$ cat src/rtl/micro_op_sequencer.sv
// Buffers multi-micro-op instructions and issues up to OUT_WIDTH micro-ops per
// cycle in program order, splitting instructions across cycles as needed.
module micro_op_sequencer #(
  parameter int OP_BITS   = 64,
  parameter int MAX_MOP   = 3,
  parameter int OUT_WIDTH = 2,
  parameter int DEPTH     = 4,
  localparam int MID_BITS = (MAX_MOP > 1) ? $clog2(MAX_MOP) : 1,
  localparam int CNT_BITS = $clog2(MAX_MOP + 1),
  localparam int OCC_BITS = $clog2(DEPTH + 1)
) (
  input  logic                          clk,
  input  logic                          rst,
  input  logic                          flush,
  input  logic                          inValid,
  output logic                          inReady,
  input  logic [CNT_BITS-1:0]           inCount,
  input  logic [MAX_MOP*OP_BITS-1:0]    inOps,
  output logic [OUT_WIDTH-1:0]          outValid,
  output logic [OUT_WIDTH*OP_BITS-1:0]  outOp,
  output logic [OUT_WIDTH*MID_BITS-1:0] outMid,
  output logic [OUT_WIDTH-1:0]          outLast,
  output logic [OUT_WIDTH-1:0]          outSplit,
  input  logic                          outReady,
  output logic [OCC_BITS-1:0]           occupancy
);

  localparam int PTR_BITS = (DEPTH > 1) ? $clog2(DEPTH) : 1;

  logic [PTR_BITS-1:0] head_q, head_d, tail_q, tail_d;
  logic [OCC_BITS-1:0] occ_q, occ_d;
  logic [MID_BITS-1:0] cur_q, cur_d;

  logic [CNT_BITS-1:0] cnt_q [DEPTH];
  logic [OP_BITS-1:0]  ops_q [DEPTH][MAX_MOP];

  logic                cnt_ok;
  logic                push;
  logic                fire;
  logic [31:0]         ent;
  logic [MID_BITS-1:0] mid;
  logic [PTR_BITS-1:0] idx;
  logic [CNT_BITS-1:0] cnt;
  logic                lst;
  logic [MID_BITS-1:0] cur_end;
  logic [OCC_BITS-1:0] pop_n;

  // Readiness looks only at current occupancy; a same-cycle pop never frees a slot early.
  assign inReady   = (occ_q < OCC_BITS'(DEPTH)) && !flush && rst;
  assign cnt_ok    = (inCount != '0) && (inCount <= CNT_BITS'(MAX_MOP));
  assign push      = inValid && inReady && cnt_ok;
  assign fire      = outReady && outValid[0];
  assign occupancy = occ_q;

  // Walk from (head, cursor) across entries, filling lanes in program order.
  always_comb begin
    ent      = '0;
    mid      = cur_q;
    idx      = '0;
    cnt      = '0;
    lst      = 1'b0;
    outValid = '0;
    outOp    = '0;
    outMid   = '0;
    outLast  = '0;
    outSplit = '0;
    for (int k = 0; k < OUT_WIDTH; k++) begin
      idx = head_q + ent[PTR_BITS-1:0];
      cnt = cnt_q[idx];
      lst = (CNT_BITS'(mid) == (cnt - CNT_BITS'(1)));
      if (!flush && (ent < 32'(occ_q))) begin
        outValid[k]                      = 1'b1;
        outOp[k*OP_BITS +: OP_BITS]      = ops_q[idx][mid];
        outMid[k*MID_BITS +: MID_BITS]   = mid;
        outLast[k]                       = lst;
        outSplit[k]                      = (cnt > CNT_BITS'(1));
        if (lst) begin
          ent = ent + 32'd1;
          mid = '0;
        end else begin
          mid = mid + MID_BITS'(1);
        end
      end
    end
    cur_end = mid;
    pop_n   = OCC_BITS'(ent);
  end

  always_comb begin
    head_d = head_q;
    tail_d = tail_q;
    occ_d  = occ_q;
    cur_d  = cur_q;
    if (flush) begin
      head_d = '0;
      tail_d = '0;
      occ_d  = '0;
      cur_d  = '0;
    end else begin
      if (fire) begin
        head_d = head_q + PTR_BITS'(pop_n);
        cur_d  = cur_end;
      end
      if (push) begin
        tail_d = tail_q + PTR_BITS'(1);
      end
      occ_d = occ_q + OCC_BITS'(push) - (fire ? pop_n : '0);
    end
  end

  always_ff @(posedge clk or negedge rst) begin
    if (!rst) begin
      head_q <= '0;
      tail_q <= '0;
      occ_q  <= '0;
      cur_q  <= '0;
    end else begin
      head_q <= head_d;
      tail_q <= tail_d;
      occ_q  <= occ_d;
      cur_q  <= cur_d;
    end
  end

  // Entry payloads carry no reset; occupancy alone decides what is live.
  always_ff @(posedge clk) begin
    if (push) begin
      cnt_q[tail_q] <= inCount;
      for (int j = 0; j < MAX_MOP; j++) begin
        ops_q[tail_q][j] <= inOps[j*OP_BITS +: OP_BITS];
      end
    end
  end

endmodule

$ cat config.mk
export PLATFORM = sky130hd
export DESIGN_NAME = micro_op_sequencer
export DESIGN_NICKNAME = d
export VERILOG_FILES = /design/src/rtl/micro_op_sequencer.sv
export SDC_FILE = /design/constraint.sdc
export NUM_CORES = 1
export LEC_CHECK = 0
export ABC_AREA = 1
export CAP_MARGIN = 30
export CORE_MARGIN = 2
export CORE_UTILIZATION = 35
export CTS_CLUSTER_DIAMETER = 40
export DETAILED_ROUTE_END_ITERATION = 10
export PLACE_DENSITY_LB_ADDON = 0.25
export SLEW_MARGIN = 20
export SYNTH_ARGS = -nofsm -noshare
export SYNTH_HDL_FRONTEND = slang
export SYNTH_SLANG_ARGS = --single-unit
export TNS_END_PERCENT = 10
$ cat constraint.sdc
create_clock -name clk -period 23.8 [get_ports clk]
set_clock_uncertainty 0.1 [all_clocks]
set_input_delay 3.57 -clock clk [delete_from_list [all_inputs] [get_ports clk]]
set_output_delay 3.57 -clock clk [all_outputs]
set_load 0.01 [all_outputs]
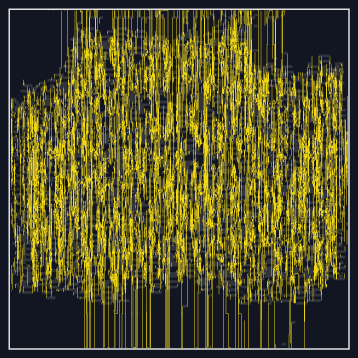
**Above:** metal 2.
Drawn at 1 px/micron. Cells faint in the background.
share of all routed wire: 49%
main direction: vertical
wire length on this layer: 69.3 mm
nets with wire on the layer: 3,628

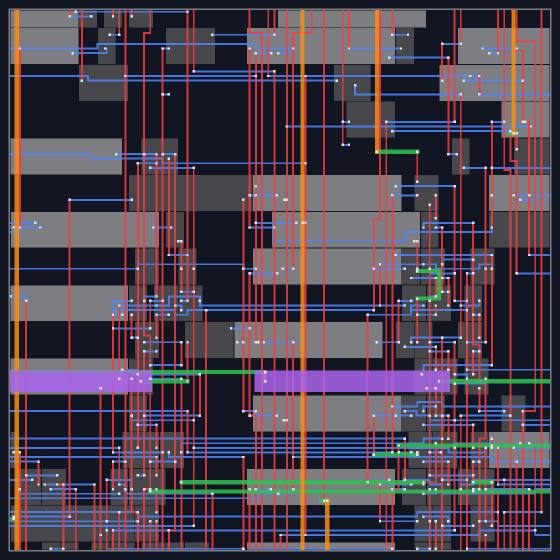
**Above:** layout detail.
Region (149, 217) to (189, 257) microns. Cells in grey, sequential cells in the stronger grey; small squares are vias.
[orange] M4
[red] M2
[blue] M1
[green] M3
[purple] M5
most frequent: o21ai_0 (16), edfxtp_1 (13), nand2_1 (7)
netlist names of flops here include: `ops_q` (13)
cells with their middle in the window: 66
sequential cells in the window: 13

==> flow_metrics.py <==
# Flow results
metrics = {
    "floorplanning": {
        "die_width_microns": 338.2,
        "core_sq_um": 110700,
        "die_h_microns": 338.2,
        "initial_core_util": 0.3532,
    },
    "logic_synthesis": {
        "synth.yosys.chip_area_sq_um": 39090,
        "mux_share": 0,
        "top_cells_by_area": "edfxtp_1, o21ai_0, nand2_1, nor2_1, a21oi_1",
        "synth.distinct_cells": 30,
        "netlist.top_cell.by_area": "edfxtp_1",
        "synthSimpleGateAreaFrac": 0.1372,
        "post_synth.cell_area_avg_sq_um": 9.332,
        "top_area_cell_share": 0.5961,
        "ys_warn_count": 0,
        "ys_cells": 4189,
    },
    "power_and_ir_drop": {
        "total_clock_network_power_mw": 1.91,
        "power.density_nw_per_um2": 79.09,
        "power_top_consumer": "the clock network",
        "p_comb_mw": 0.345,
        "leakagePower_nw": 16.66,
    },
    "clock_network": {
        "post_cts_hold_buffer_count": 0,
        "clk_latency_ps": 710,
        "clk_path_buf_depth": 3,
        "h_tree_depth": 4,
        "post-cts-setup-buffer-count": 0,
        "ctsRootBufferMaster": "clkbuf_16",
        "clock_tree_from_tritoncts": "yes",
    },
    "placed_design": {
        "placement_cell_area_sq_um": 43570,
        "dp_worst_setup_slack_ps": 10600,
        "place.gp.congestion": 0.8410,
        "estimated_wirelength_of_the_detail_placed_design_mm": 86.75,
    },
    "min_path": {
        "min_path_type": "flop to flop",
    },
    "job": {
        "warnings": 53,
    },
    "setup_path": {
        "r2r_cells": 28,
        "reg2reg_slack_ps": 15160,
        "timing.critical_path.fanout_max": 110,
        "worstSetupEndpointType": "output port",
        "endpoint": "outOp[65]",
        "criticalPathCategory": "input port to output port",
        "data_arrival_time_of_the_critical_path_ps": 9630,
        "critical_path_required_ps": 20130,
        "rr_startpoint": "head_q[0]",
    },
    "detailed_routing": {
        "detail_route.iter0.violations": 3374,
        "wirelength_met1_mm": 53.90,
        "vias": 32810,
        "detail_route.wl_per_cell_microns": 23.77,
        "highest_layer": "met5",
        "totalWireLength_mm": 142.5,
        "detailroute.wirelength.met3_mm": 12.73,
        "drt.antenna.violating_nets": 0,
    },
    "final_timing": {
        "timing.hold.ws_ps": 533.3,
        "period_used_share": 0.5590,
        "worst_slack_setup_final_ps": 10500,
        "slew_viol_final": 0,
        "final_hold_viol_count": 0,
    },
    "global_route": {
        "grt_first_pass_wirelength_mm": 205.5,
        "use_met2": 0.4003,
    },
    "layout": {
        "finish.instance_area_sq_um": 48060,
    },
    "outcome": {
        "status": "complete, no violations",
    },
}
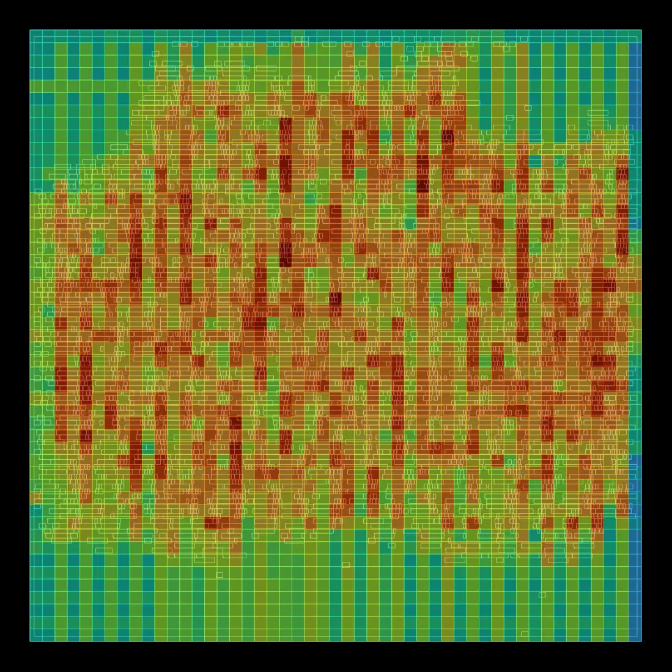
**Above:** routing congestion.
core utilization of the finished layout: 0.4342
met3 routing resource usage after global routing: 0.05088

## critical path: stages
cell             delay (ps)
clkdlybuf4s50_1         570
inv_1                   140
nand2_4                 350
inv_1                   230
nand3_2                 210
inv_1                   130
ha_4                    470
inv_8                   600
buf_4                   770
buf_4                   720
o21ai_0                 190
o21a_1                  210
nor2_1                   90
o21ai_1                 110
nor2_1                  420
clkdlybuf4s50_1         650
## area by class of cell
type,instances,area (sq um)
flip-flops and latches,785,23540
clock inverters,89,1090
fillers,10500,62610
diodes,24,60.06
well taps,1488,1862
inverters,287,1099
clock buffers,147,3338
multi-input cells,2787,13200
repair buffers,390,3874
## registers in the layout, summed over array words and instances, names as in the netlist
register and cells:
occupancy 3, cnt_q 8, ops_q 768, head_q 2
cur_q 2, tail_q 2
## synth_stat cells
cell	count
clkbuf_1	215
nand3_1	177
buf_1	21
nor2_1	495
inv_1	282
buf_2	84
o221ai_1	45
nor3_1	3
o21bai_1	1
a22o_1	1
o21a_1	16
xnor2_1	4
o21ai_0	861
a21oi_1	264
or2_2	2
nand2_1	683
o211ai_1	103
dfrtp_1	9
a21boi_0	1
buf_4	10
o21ai_1	110
nand3_2	1
xor2_1	3
edfxtp_1	776
inv_2	4
fa_1	1
xnor2_2	1
clkinv_1	1
nand2_2	3
ha_1	12
## how the worst min path moves through the flow
stage	start	to	slack [ps]	cells past startpoint
after floorplan	cur_q[1]	cur_q[1]	430	2
after global placement	cur_q[1]	cur_q[1]	510	2
after detailed placement	tail_q[1]	tail_q[1]	530	2
after CTS	tail_q[1]	tail_q[1]	540	2
after global routing	cur_q[1]	cur_q[1]	560	2
final	tail_q[1]	tail_q[1]	530	2
